### config.mk
export PLATFORM = sky130hd
export DESIGN_NAME = adc_spi_cfg_seq
export DESIGN_NICKNAME = d
export VERILOG_FILES = /design/src/rtl/adc_spi_cfg_seq.sv
export SDC_FILE = /design/constraint.sdc
export NUM_CORES = 1
export LEC_CHECK = 0
export CAP_MARGIN = 25
export CORE_MARGIN = 2
export CORE_UTILIZATION = 30
export DETAILED_ROUTE_END_ITERATION = 12
export HOLD_SLACK_MARGIN = 0.03
export PLACE_DENSITY = 0.56
export SYNTH_ARGS = -nofsm -noshare
export SYNTH_HDL_FRONTEND = slang
export SYNTH_SLANG_ARGS = --single-unit
export TNS_END_PERCENT = 20
### constraint.sdc
create_clock -name clk -period 3.5 [get_ports clk]
set_input_delay 0.35 -clock clk [delete_from_list [all_inputs] [get_ports clk]]
set_output_delay 0.35 -clock clk [all_outputs]
set_load 0.02 [all_outputs]
### src/rtl/adc_spi_cfg_seq.sv
// adc_spi_cfg_seq
// Upstream sequencer for the AD9222 SPI register writer. A host-loaded table of
// {addr[12:0], data[7:0]} entries is issued to the writer in order 0..len-1 on a
// go strobe. Each entry uses the writer's level command / finish / idle handshake.
//
// Optional feature macro: ADC_SPI_CFG_TIMEOUT_EN
//   defined     : a 16-bit wait counter aborts a stuck handshake phase after
//                 TIMEOUT_CYC cycles (err=1, done pulse, back to idle)
//   not defined : the sequencer waits indefinitely and err stays 0
//
// Ports
//   clk, rst            clock, asynchronous active-high reset
//   cfg_we/waddr/wdata  table write port, ignored while busy
//   cfg_len             number of entries to issue (0..2^DEPTH_W), sampled on go
//   go                  one-clk start pulse, ignored while busy
//   busy, done, err     status: in progress, end-of-sequence pulse, sticky timeout
//   cur_idx             index of the entry currently issued
//   spi_addr/data/cmd   command to the writer (addr/data stable while cmd=1)
//   spi_finish, spi_en  writer finish flag and idle flag
module adc_spi_cfg_seq #(
    parameter int          DEPTH_W     = 3,
    parameter logic [15:0] TIMEOUT_CYC = 16'd40000
) (
    input  logic               clk,
    input  logic               rst,
    input  logic               cfg_we,
    input  logic [DEPTH_W-1:0] cfg_waddr,
    input  logic [20:0]        cfg_wdata,
    input  logic [DEPTH_W:0]   cfg_len,
    input  logic               go,
    output logic               busy,
    output logic               done,
    output logic               err,
    output logic [DEPTH_W-1:0] cur_idx,
    output logic [12:0]        spi_addr,
    output logic [7:0]         spi_data,
    output logic               spi_cmd,
    input  logic               spi_finish,
    input  logic               spi_en
);

    localparam int             DEPTH   = 1 << DEPTH_W;
    localparam logic [DEPTH_W:0] LEN_ONE = (DEPTH_W+1)'(1'b1);

    // S_ZERO gives the one-cycle busy window of a zero-length sequence.
    typedef enum logic [2:0] {
        S_IDLE     = 3'd0,
        S_ZERO     = 3'd1,
        S_WAIT_RDY = 3'd2,
        S_ISSUE    = 3'd3,
        S_RELEASE  = 3'd4
    } state_t;

    state_t             state_r, state_s;
    logic [20:0]        table_r [DEPTH];
    logic [DEPTH_W:0]   len_r, len_s;
    logic               busy_s, done_s, err_s, cmd_s;
    logic [DEPTH_W-1:0] idx_s;
    logic [12:0]        addr_s;
    logic [7:0]         data_s;
    logic               writer_free_s;
    logic               last_s;
    logic               tmo_s;
    logic [20:0]        entry_s;

    assign writer_free_s = spi_en & ~spi_finish;
    assign last_s        = ({1'b0, cur_idx} == (len_r - LEN_ONE));
    assign entry_s       = table_r[cur_idx];

`ifdef ADC_SPI_CFG_TIMEOUT_EN
    logic [15:0] wait_cnt_r;
    logic        waiting_s;

    assign waiting_s = (state_r == S_WAIT_RDY) || (state_r == S_ISSUE) || (state_r == S_RELEASE);
    // Firing when the count is about to reach TIMEOUT_CYC makes a phase last exactly TIMEOUT_CYC cycles.
    assign tmo_s     = waiting_s && (wait_cnt_r == (TIMEOUT_CYC - 16'd1));

    // Wait counter: restarts on every state change, counts only while waiting on the writer.
    always_ff @(posedge clk or posedge rst) begin
        if (rst) begin
            wait_cnt_r <= 16'd0;
        end else if ((state_s != state_r) || !waiting_s) begin
            wait_cnt_r <= 16'd0;
        end else begin
            wait_cnt_r <= wait_cnt_r + 16'd1;
        end
    end
`else
    assign tmo_s = 1'b0;
`endif

    // Table write port; locked while a sequence runs. Contents are not reset.
    always_ff @(posedge clk) begin
        if (cfg_we && !busy) begin
            table_r[cfg_waddr] <= cfg_wdata;
        end
    end

    // Next-state and next-output logic.
    always_comb begin
        state_s = state_r;
        len_s   = len_r;
        busy_s  = busy;
        done_s  = 1'b0;
        err_s   = err;
        idx_s   = cur_idx;
        addr_s  = spi_addr;
        data_s  = spi_data;
        cmd_s   = spi_cmd;
        case (state_r)
            S_IDLE: begin
                if (go) begin
                    len_s  = cfg_len;
                    err_s  = 1'b0;
                    idx_s  = '0;
                    busy_s = 1'b1;
                    if (cfg_len == {(DEPTH_W+1){1'b0}}) begin
                        state_s = S_ZERO;
                    end else begin
                        state_s = S_WAIT_RDY;
                    end
                end else begin
                    busy_s = 1'b0;
                end
            end
            S_ZERO: begin
                busy_s  = 1'b0;
                done_s  = 1'b1;
                state_s = S_IDLE;
            end
            S_WAIT_RDY: begin
                // A stale finish from the previous command also blocks the issue.
                if (writer_free_s) begin
                    addr_s  = entry_s[20:8];
                    data_s  = entry_s[7:0];
                    cmd_s   = 1'b1;
                    state_s = S_ISSUE;
                end else if (tmo_s) begin
                    err_s   = 1'b1;
                    cmd_s   = 1'b0;
                    busy_s  = 1'b0;
                    done_s  = 1'b1;
                    state_s = S_IDLE;
                end else begin
                    state_s = S_WAIT_RDY;
                end
            end
            S_ISSUE: begin
                if (spi_finish) begin
                    cmd_s   = 1'b0;
                    state_s = S_RELEASE;
                end else if (tmo_s) begin
                    err_s   = 1'b1;
                    cmd_s   = 1'b0;
                    busy_s  = 1'b0;
                    done_s  = 1'b1;
                    state_s = S_IDLE;
                end else begin
                    cmd_s   = 1'b1;
                end
            end
            S_RELEASE: begin
                if (writer_free_s) begin
                    if (last_s) begin
                        busy_s  = 1'b0;
                        done_s  = 1'b1;
                        state_s = S_IDLE;
                    end else begin
                        idx_s   = cur_idx + DEPTH_W'(1'b1);
                        state_s = S_WAIT_RDY;
                    end
                end else if (tmo_s) begin
                    err_s   = 1'b1;
                    busy_s  = 1'b0;
                    done_s  = 1'b1;
                    state_s = S_IDLE;
                end else begin
                    state_s = S_RELEASE;
                end
            end
            default: begin
                busy_s  = 1'b0;
                cmd_s   = 1'b0;
                state_s = S_IDLE;
            end
        endcase
    end

    // State and registered outputs; reset drops spi_cmd immediately.
    always_ff @(posedge clk or posedge rst) begin
        if (rst) begin
            state_r  <= S_IDLE;
            len_r    <= {(DEPTH_W+1){1'b0}};
            busy     <= 1'b0;
            done     <= 1'b0;
            err      <= 1'b0;
            cur_idx  <= {DEPTH_W{1'b0}};
            spi_addr <= 13'd0;
            spi_data <= 8'd0;
            spi_cmd  <= 1'b0;
        end else begin
            state_r  <= state_s;
            len_r    <= len_s;
            busy     <= busy_s;
            done     <= done_s;
            err      <= err_s;
            cur_idx  <= idx_s;
            spi_addr <= addr_s;
            spi_data <= data_s;
            spi_cmd  <= cmd_s;
        end
    end

endmodule

### Gate-type map

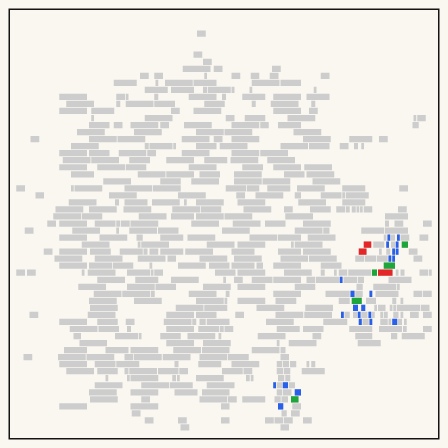
- and/or cells: green (cells 5)
- nand cells: blue (cells 23)
- xor and xnor cells: red (cells 3)
fraction of area in multi-input gates: 19.2%
most numerous logic cell after layout: sky130_fd_sc_hd__edfxtp_1
Finished Layout Cells: 837

### Wiring by layer

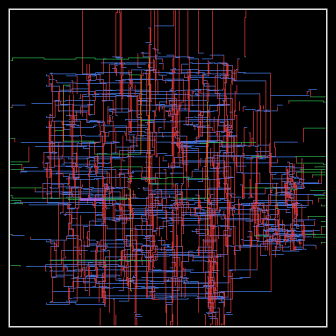
- metal 3: green (wire length 655 um)
- metal 1: blue (wire length 7040 um)
- metal 4: orange (wire length 272 um)
- metal 2: red (wire length 7940 um)
- metal 5: purple (wire length 11.0 um)

==> summary.txt <==
State of the implementation.

- The category of the worst setup path capture point is a primary output, for reference.
- The flip-flop and latch count after synthesis is 202, for reference.
- The final critical delay including setup and external delays is 2.50 ns, for reference.
- The portion of the layout cell area used by clock cells is 7.20%, for reference.
- The smallest setup slack after layout is 0.999 ns, for reference.
- The clock reaches the later pin of the worst-skew pair after 0.52 ns.
- The synthesized design spends more area on one cell type than any other, namely sky130_fd_sc_hd__edfxtp_1.
- The multi-input combinational cell area is 0.00184 mm2, for reference.
- The buffering stage count on the worst path with inverters included is 1, for reference.
- For this run, the post-layout net count is 522.
- According to the tapcell log, the count of inserted taps is 335.
- The share of power burned in combinational logic is 17.4%, for reference.
- The average cell area after synthesis is 19.2 um2, for reference.
- The path depth of the worst reg2reg path is 4, for reference.
- The count of buffers added on input and output ports is 60.
- The path class of the tightest hold or removal check is in2async.
- The cell count after synthesis is 407, for reference.
- After layout, the inverter instance count without clock inverters stands at 5.
- The flow ran to the end, and the final reports show no timing, DRC or antenna violations.
- The main area contributors are sky130_fd_sc_hd__edfxtp_1, sky130_fd_sc_hd__mux4_2, sky130_fd_sc_hd__dfrtp_1.
- Per the timing report, the biggest fanout along the worst path comes to 13.
- The core region is 0.0258 mm2.
- The DRC violation count after routing is 0, for reference.
- The fraction of power consumed by the clock network is 34.5%, for reference.
- The multi-input combinational gate total is 180, for reference.
- The vias per cell is 4.67, for reference.
- The layout buffer count excluding clock buffers is 75, for reference.
- Across all stage logs, warnings added up to 26.
- The count of standard-cell rows is 59, for reference.
- The number of fill cells in the layout is 2396, for reference.
- On the worst path, the slowest cell contributes a delay of 0.90 ns.
- The final timing report counts setup violations totalling 0.
- The launch point of the critical path was reported as cur_idx[2]$_DFFE_PP0P_.
- The setup TNS is 0 ns, for reference.
- Summing the sequential cell areas from Yosys gives 75.3% of the chip area.
- The reg-to-reg endpoint is spi_data[0]$_DFFE_PP0P_, for reference.
- The via count of the first global-routing pass came to 4168.
- After synthesis the cells add up to 0.00783 mm2.
- The layout overhead on the synthesized area is 22.3%, for reference.
- The total iterations of the first detailed-routing run is 5, for reference.
- The hold violation count in the final report is 0, for reference.
- The CTS log lists the clock sinks for this run as 202.
- Per the final report, the share of cell area in non-clock buffers is 7.45%.
- For this design, Yosys synthesis ends with a cell count of 407.
- The post-CTS setup-driven buffer insertion count is 0, for reference.
- In this run the horizontal extent of the chip is 166 um.
- Once the clock tree was built, the resizer swapped 0 gates to a different size.
- The total CTS buffers is 22, for reference.
- The number of enable flip-flop cells is 168, for reference.
- The sum of internal, switching and leakage power is 6.27 mW, for reference.
- In the floorplan report the effective utilization is 30.3%.
- The category of the critical setup timing path is reg2out, for reference.
- The die covers 0.0274 mm2.
- The number of antenna violations at the first check in global routing was 1.
### Local utilization

17 x 17 tiles, from white (low) to dark blue (high), 0 to 100% covered.
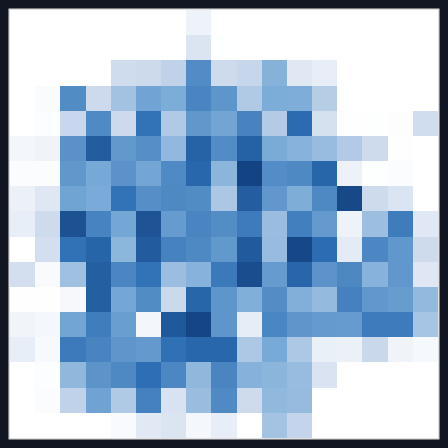
- densest ninth of the die: centre
- mean over tiles: 33%
- fullest tile: 92%
- nearly empty tiles: 28%
- emptiest ninth of the die: upper right
- tiles over 75% full: 9.0%

## how the worst min path moves through the flow
| stage | endpoint | startpoint | slack [ns] | cells after the start |
|---|---|---|---|---|
| floorplan | table_r[0][0]$_DFFE_PP_ | cfg_wdata[0] | 0.45 | 0 |
| global placement | spi_cmd$_DFFE_PP0P_ | spi_cmd$_DFFE_PP0P_ | 0.47 | 2 |
| detailed placement | spi_cmd$_DFFE_PP0P_ | spi_cmd$_DFFE_PP0P_ | 0.49 | 2 |
| CTS | spi_addr[8]$_DFFE_PP0P_ | rst | 0.29 | 3 |
| global route | spi_addr[8]$_DFFE_PP0P_ | rst | 0.32 | 3 |
| finish | spi_addr[8]$_DFFE_PP0P_ | rst | 0.28 | 3 |
## registers in the layout (all words and copies together) (netlist names)
signal / flops
busy: 1
spi_data: 8
spi_addr: 13
done: 1
cur_idx: 3
spi_cmd: 1
table_r: 168
len_r: 4
state_r: 3
## per-stage QoR
stage                     hold WS [ns]  instance area, um2
after floorplan                  0.449                7830
after global placement           0.471                8890
after detailed placement         0.486                8890
after CTS                        0.294                9580
after global routing             0.322                9580
final                            0.279                9580
## cell usage in the layout, fill, tap and decap left out, types with 2 or more instances in the layout
master                              n
sky130_fd_sc_hd__nand3_1            2
sky130_fd_sc_hd__ha_1               2
sky130_fd_sc_hd__clkbuf_1           6
sky130_fd_sc_hd__clkinv_1           5
sky130_fd_sc_hd__clkbuf_16         22
sky130_fd_sc_hd__nor2_1            29
sky130_fd_sc_hd__nor3_2             2
sky130_fd_sc_hd__nor2_2             6
sky130_fd_sc_hd__buf_4             15
sky130_fd_sc_hd__clkinv_2           3
sky130_fd_sc_hd__dfrtp_1           32
sky130_fd_sc_hd__clkdlybuf4s50_1   60
sky130_fd_sc_hd__o21ai_0            2
sky130_fd_sc_hd__dfrtp_2            2
sky130_fd_sc_hd__o32ai_1            2
sky130_fd_sc_hd__edfxtp_1         168
sky130_fd_sc_hd__o21ai_1            3
sky130_fd_sc_hd__a21oi_1           25
sky130_fd_sc_hd__mux4_2            42
sky130_fd_sc_hd__nand2b_1           4
sky130_fd_sc_hd__xor2_1             2
sky130_fd_sc_hd__mux2i_1           22
sky130_fd_sc_hd__inv_1              5
sky130_fd_sc_hd__nand2_1           16
## per-layer routing
metal / part of all wire (%) / vias up / GRT usage [%]
li1: - / 1769 / -
met1: 44 / 2055 / 15.9
met2: 50 / 66 / 20.6
met3: 4.1 / 20 / 2.60
met4: 1.7 / 2 / 2.82
met5: 0.069 / - / 0
## power by group through the flow
stage	clock (mW)	combinational, mW	sequential [mW]
final	2.16	1.09	3.01
after global placement	0	1.09	3.07
after global routing	2.31	1.20	3.05
after floorplan	0	0.516	3.15
after CTS	2.22	1.12	3.02
after detailed placement	0	1.11	3.07
## kinds of logic (layout without fill, tap and decap cells)
family / after synthesis / count (layout) / synth area share (%)
AND-OR/OR-AND: 39 / 39 / 2.97
XOR/XNOR: 3 / 3 / 0.432
multiplexers: 65 / 65 / 15.0
flip-flops: 202 / 202 / 75.3
buffers and inverters: 25 / 120 / 1.61
AND/OR/NAND/NOR: 70 / 70 / 4.27
adder cells (fa/ha/maj): 2 / 2 / 0.320
other: 1 / 1 / 0.0479
No activity file was given, so power comes from the tool's default toggle rates.
